## src/rtl/mem_ctrl_pkg.sv

```systemverilog
// Shared memory-controller types: FSM state encoding and port ids.
// Reused by the dmem arbiter and future imem/regfile controllers.
package mem_ctrl_pkg;

  typedef enum logic [1:0] {
    ST_IDLE   = 2'd0,
    ST_ACCESS = 2'd1,
    ST_RESP   = 2'd2
  } mem_state_e;

  typedef logic port_id_t;

  localparam port_id_t PORT0 = 1'b0;
  localparam port_id_t PORT1 = 1'b1;

endpackage

```

## src/rtl/rr_arb2.sv

```systemverilog
// Two-input arbiter: round-robin with last-grant pointer, or fixed p0 priority.
// Ports: i_req0/i_req1 requests, i_upd/i_upd_id pointer update, o_any/o_win result.
module rr_arb2
  import mem_ctrl_pkg::*;
#(
  parameter int P0_PRIO = 0
) (
  input  logic     clk,
  input  logic     rst_n,
  input  logic     i_req0,
  input  logic     i_req1,
  input  logic     i_upd,
  input  port_id_t i_upd_id,
  output logic     o_any,
  output port_id_t o_win
);

  port_id_t r_last;
  port_id_t w_tie;

  // Pointer starts at port 1 so port 0 wins the first tie.
  always_ff @(posedge clk or negedge rst_n) begin
    if (!rst_n) begin
      r_last <= PORT1;
    end else if (i_upd) begin
      r_last <= i_upd_id;
    end
  end

  assign w_tie = (P0_PRIO != 0)   ? PORT0 :
                 (r_last == PORT1) ? PORT0 : PORT1;

  always_comb begin
    o_any = i_req0 | i_req1;
    o_win = PORT0;
    unique case (1'b1)
      (i_req0 & i_req1):  o_win = w_tie;
      (i_req0 & ~i_req1): o_win = PORT0;
      (~i_req0 & i_req1): o_win = PORT1;
      default:            o_win = PORT0;
    endcase
  end

endmodule

```

## src/rtl/dmem_arbiter.sv

```systemverilog
// Two-port data-memory arbiter: IDLE->ACCESS->RESP, one access per 3 cycles.
// Ports: p0_*/p1_* requester side (req/we/addr/wdata in, gnt/rvalid/rdata out), dm_* to dmem.
module dmem_arbiter
  import mem_ctrl_pkg::*;
#(
  parameter int AW      = 32,
  parameter int DW      = 32,
  parameter int P0_PRIO = 0
) (
  input  logic          clk,
  input  logic          rst_n,
  input  logic          p0_req,
  input  logic [3:0]    p0_we,
  input  logic [AW-1:0] p0_addr,
  input  logic [DW-1:0] p0_wdata,
  output logic          p0_gnt,
  output logic          p0_rvalid,
  output logic [DW-1:0] p0_rdata,
  input  logic          p1_req,
  input  logic [3:0]    p1_we,
  input  logic [AW-1:0] p1_addr,
  input  logic [DW-1:0] p1_wdata,
  output logic          p1_gnt,
  output logic          p1_rvalid,
  output logic [DW-1:0] p1_rdata,
  output logic [3:0]    dm_we,
  output logic [AW-1:0] dm_addr,
  output logic [DW-1:0] dm_wdata,
  input  logic [DW-1:0] dm_rdata
);

  mem_state_e    r_state;
  mem_state_e    w_next;
  logic [3:0]    r_we;
  logic [AW-1:0] r_addr;
  logic [DW-1:0] r_wdata;
  port_id_t      r_id;
  logic [DW-1:0] r_rdata0;
  logic [DW-1:0] r_rdata1;
  logic          w_any;
  port_id_t      w_win;
  logic          w_upd;

  assign w_upd = (r_state == ST_ACCESS);

  rr_arb2 #(
    .P0_PRIO (P0_PRIO)
  ) u_arb (
    .clk      (clk),
    .rst_n    (rst_n),
    .i_req0   (p0_req),
    .i_req1   (p1_req),
    .i_upd    (w_upd),
    .i_upd_id (r_id),
    .o_any    (w_any),
    .o_win    (w_win)
  );

  always_ff @(posedge clk or negedge rst_n) begin
    if (!rst_n) begin
      r_state <= ST_IDLE;
    end else begin
      r_state <= w_next;
    end
  end

  // Request fields are captured only in IDLE.
  always_ff @(posedge clk or negedge rst_n) begin
    if (!rst_n) begin
      r_we    <= '0;
      r_addr  <= '0;
      r_wdata <= '0;
      r_id    <= PORT0;
    end else if ((r_state == ST_IDLE) && w_any) begin
      r_id    <= w_win;
      r_we    <= (w_win == PORT1) ? p1_we    : p0_we;
      r_addr  <= (w_win == PORT1) ? p1_addr  : p0_addr;
      r_wdata <= (w_win == PORT1) ? p1_wdata : p0_wdata;
    end
  end

  always_ff @(posedge clk or negedge rst_n) begin
    if (!rst_n) begin
      r_rdata0 <= '0;
      r_rdata1 <= '0;
    end else if (r_state == ST_RESP) begin
      if (r_id == PORT0) r_rdata0 <= dm_rdata;
      else               r_rdata1 <= dm_rdata;
    end
  end

  always_comb begin
    w_next    = r_state;
    dm_we     = '0;
    dm_addr   = r_addr;
    dm_wdata  = r_wdata;
    p0_gnt    = 1'b0;
    p1_gnt    = 1'b0;
    p0_rvalid = 1'b0;
    p1_rvalid = 1'b0;
    unique case (r_state)
      ST_IDLE: begin
        if (w_any) w_next = ST_ACCESS;
      end
      ST_ACCESS: begin
        dm_we  = r_we;
        p0_gnt = (r_id == PORT0);
        p1_gnt = (r_id == PORT1);
        w_next = ST_RESP;
      end
      ST_RESP: begin
        p0_rvalid = (r_id == PORT0);
        p1_rvalid = (r_id == PORT1);
        w_next    = ST_IDLE;
      end
      default: w_next = ST_IDLE;
    endcase
  end

  // Read data bypasses the register during rvalid, then holds.
  assign p0_rdata = p0_rvalid ? dm_rdata : r_rdata0;
  assign p1_rdata = p1_rvalid ? dm_rdata : r_rdata1;

endmodule

```

## config.mk

```make
export PLATFORM = sky130hd
export DESIGN_NAME = dmem_arbiter
export DESIGN_NICKNAME = d
export VERILOG_FILES = /design/src/rtl/mem_ctrl_pkg.sv /design/src/rtl/rr_arb2.sv /design/src/rtl/dmem_arbiter.sv
export SDC_FILE = /design/constraint.sdc
export NUM_CORES = 1
export LEC_CHECK = 0
export CAP_MARGIN = 20
export CORE_MARGIN = 2
export CORE_UTILIZATION = 30
export CTS_BUF_LIST = sky130_fd_sc_hd__clkbuf_4
export DETAILED_ROUTE_END_ITERATION = 16
export PLACE_DENSITY = 0.66
export SETUP_SLACK_MARGIN = 0.3
export SLEW_MARGIN = 5
export SYNTH_ARGS = -nofsm -noshare
export SYNTH_HDL_FRONTEND = slang
export SYNTH_SLANG_ARGS = --single-unit
```

## constraint.sdc

```tcl
create_clock -name clk -period 2.14 [get_ports clk]
set_input_delay 0.428 -clock clk [delete_from_list [all_inputs] [get_ports clk]]
set_output_delay 0.428 -clock clk [all_outputs]
set_load 0.005 [all_outputs]
```

Run 1, track usage over the die:
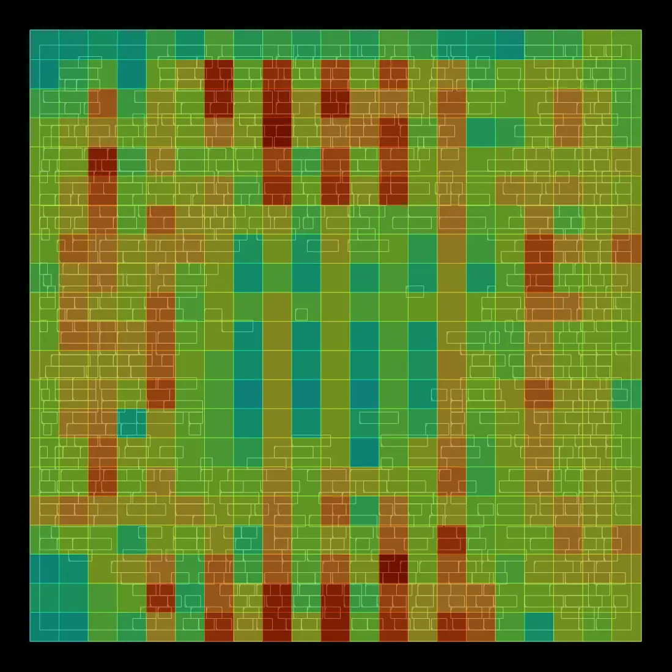
average wire per standard cell: 19.5 um
GRT met1 Usage: 20.0%
gr usage total: 17.6%

Run 1, cell classes on the final placement:
Scale bar: 50 um.
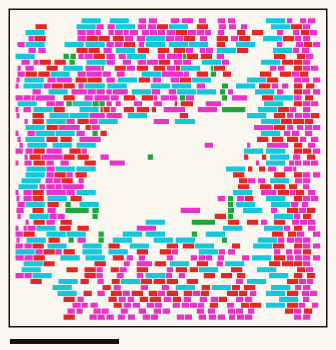
class	colour	cells	share of their area
clock drivers and dummy loads	green	31	2.8%
combinational and other logic	red	216	27%
remaining buffers and delay cells	magenta	381	38%
sequential cells	cyan	136	32%

==> impl_metrics.ini, run 1 <==
; synthesis and place-and-route metrics
[status]
status = finished, violations left
violations = setup timing

[setup_path]
cp-start-kind = flip-flop
cp_cell_sequence = nand3b_1 > buf_6 > buf_6 > buf_6 > buf_12 > mux2_4 > buf_6
worstPathMaxFanout = 5
critPathBufInv = 5
crit_required_ns = 1.71
path_depth = 7
critPathMaxStageDelay_ns = 0.45
crit_arrival_ns = 2.14
critPathKind = flip-flop to output port

[final_timing]
finalSetupTns_ns = -22.43
fin_ws_ns = -0.432
layout_min_cycle_time_ns = 2.57
setup-violations-final = 71
grt_setup_unrepaired = true

[finish]
syn_to_final_growth_pct = 84.3
inv_count = 2
ff_latch_area_um2 = 3410
n_clock_buffer = 19
ff_count = 136
layout_top_cell = clkdlybuf4s50_1
drive_above_1_share_pct = 50.4

[clock_network]
clock-sinks = 136
cts.clk_slew.worst_paths_ns = 0.14
clockBufferDepth = 2

[synthesis]
ys_cells = 374
topCellsByArea = dfrtp_1 57%, mux2_2 35%, mux2_4 4.5%
ys_async_sr_fraction_pct = 100
ys.warnings.count = 0
netlist_instances = 374

[grt]
grt_max_degree = 53

[power_and_ir_drop]
peakVddDrop_v = 0.000732
Run 1, signal metal coverage by tile:
Scale bar: 50 um. The die is cut into 29 by 29 equal tiles; dark purple is low, yellow is high, scaled to the fullest tile. Values are wire area over tile area, all layers added.
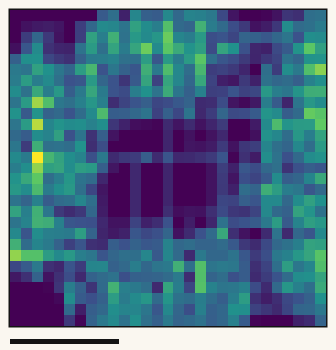
fullest tile	0.50
nearly empty tiles	11%
tiles over half the peak	16%
mean over tiles	0.15
emptiest ninth of the die	middle

run 1: flip-flops by register name (all words and copies together), names as in the netlist:
signal / cells
r_rdata1: 32
dm_wdata: 32
r_id: 1
r_state: 2
u_arb.r_last: 1
dm_addr: 32
r_we: 4
r_rdata0: 32
run 1: power by group through the flow:
| stage | clock [mW] | combinational (mW) | sequential, mW |
|---|---|---|---|
| floorplan | 0 | 2.74 | 4.42 |
| finish | 1.79 | 8.76 | 4.47 |
| global placement | 0 | 6.70 | 4.42 |
| detailed placement | 0 | 6.81 | 4.49 |
| global route | 2.00 | 9.24 | 4.62 |
| CTS | 1.86 | 7.73 | 4.44 |
run 1: metal layers:
metal	vias up	GRT usage [%]	routed length, um
met1	2311	20.0	8090
met2	212	30.2	10100
met5	-	0	0
met3	38	6.38	1320
met4	0	6.93	539
li1	2097	-	-
==> inputs of run 2 (changes only) <==
- CTS_CLUSTER_DIAMETER: unset -> 50
Run 2, cell sizes after repair:
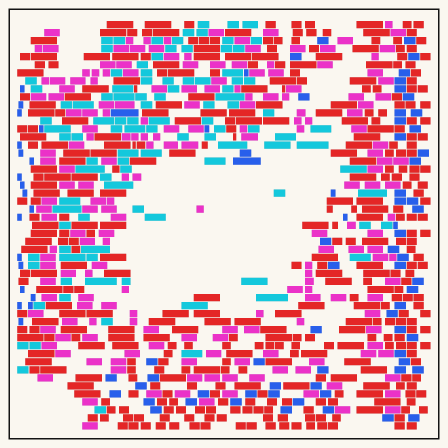
size	colour	cells	share	most used
_0 and _1 cells	red	379	50%	clkdlybuf4s50_1
_3 and _4 cells	magenta	194	25%	mux2_4
_2 cells	blue	86	11%	mux2_2
_6 and larger	cyan	105	14%	buf_6

Run 2, port wiring:
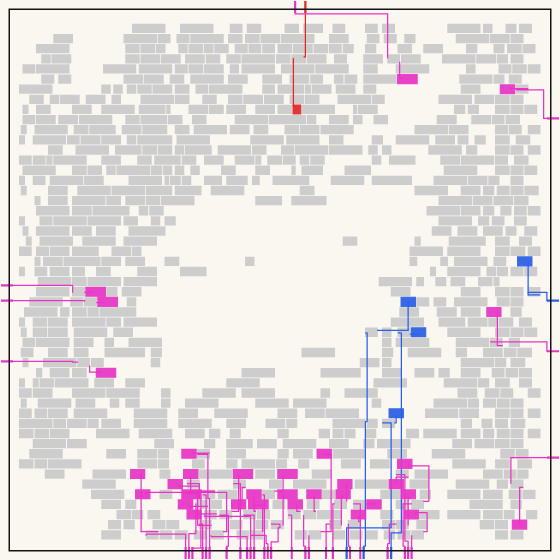
port	colour	bits	direction	end cells	wire
`p1_rvalid`	red	1	output	1	26.2 um
`p1_addr`	magenta	32	input	32	750 um
`p1_we`	blue	4	input	4	210 um

Run 2, track usage over the die:
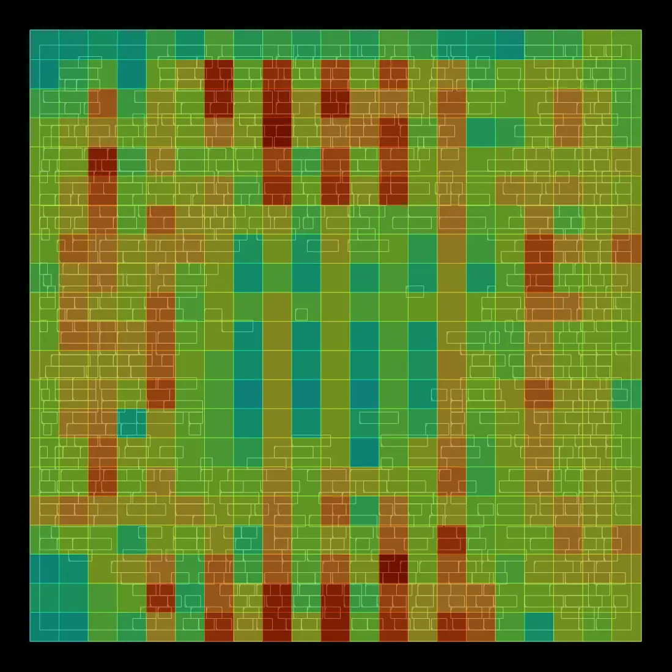
Final Util: 56.5%
GR Layer Usage met2: 30.2%
GR Layer Usage met3: 6.38%
busiest grt layer: met2

==> run 2 against run 1 <==
The run still ends with setup timing left. Final area is the same. Wire length is the same. Utilization is the same. Global-route usage is the same. Critical path type unchanged. Largest cell class unchanged. Clock skew is the same.
==> impl_metrics.ini, run 2 <==
; synthesis and place-and-route metrics
[status]
status = finished, violations left
violations = setup timing

[synthesis]
ys.warnings.count = 0
synthTopLogicFamily = multiplexers
ys_async_sr_fraction_pct = 100
topCellsByArea = dfrtp_1 57%, mux2_2 35%, mux2_4 4.5%

[route]
wl_met3_um = 1320
wl_met2_um = 10100
wl_met1_um = 8090
wire_per_inst_um = 19.5
routed_wl_um = 20100
routed.top_layer = met4

[final_timing]
setup-violations-final = 71
fin_ws_ns = -0.432
hold_viol = 0
layout_min_cycle_time_ns = 2.57
grt_setup_unrepaired = true
finalSetupTns_ns = -22.43
max_freq_ghz = 0.389

[setup_path]
path_depth = 7
crit_arrival_ns = 2.14
worstPathMaxFanout = 5
critPathKind = flip-flop to output port
critPathMaxStageDelay_ns = 0.45
critPathBufInv = 5
cp-start-kind = flip-flop
crit_required_ns = 1.71

[clock_network]
clockBufferDepth = 2
cts.clk_slew.worst_paths_ns = 0.14
clock-sinks = 136

[grt]
met1_usage_pct = 20.0
grt_max_degree = 53
grt_usage_pct = 17.6

[finish]
syn_to_final_growth_pct = 84.3
drive_above_1_share_pct = 50.4
layout_top_cell = clkdlybuf4s50_1

[power_and_ir_drop]
peakVddDrop_v = 0.000732
[run 2: power by group through the flow]
stage	logic, mW	clock network (mW)	registers [mW]
global route	9.24	2.00	4.62
global placement	6.70	0	4.42
finish	8.76	1.79	4.47
CTS	7.73	1.86	4.44
floorplan	2.74	0	4.42
detailed placement	6.81	0	4.49
[run 2: what timing repair did]
item                       in CTS  in global routing
buffers inserted               26                 18
hold buffers                    1                  0
gates resized                 456                 92
gates cloned                    5                  9
pin swaps                       2                  2
setup endpoints to repair     136                141
hold endpoints to repair       41                  0
[run 2: area by class of cell]
class	instances	area, um2
Fill cell	1589	8470
Timing Repair Buffer	381	4030
Sequential cell	136	3410
Multi-Input combinational cell	214	2920
Tap cell	265	332
Clock inverter	12	153
Clock buffer	19	143
Inverter	2	10.0
Power and IR drop assume default switching activity.
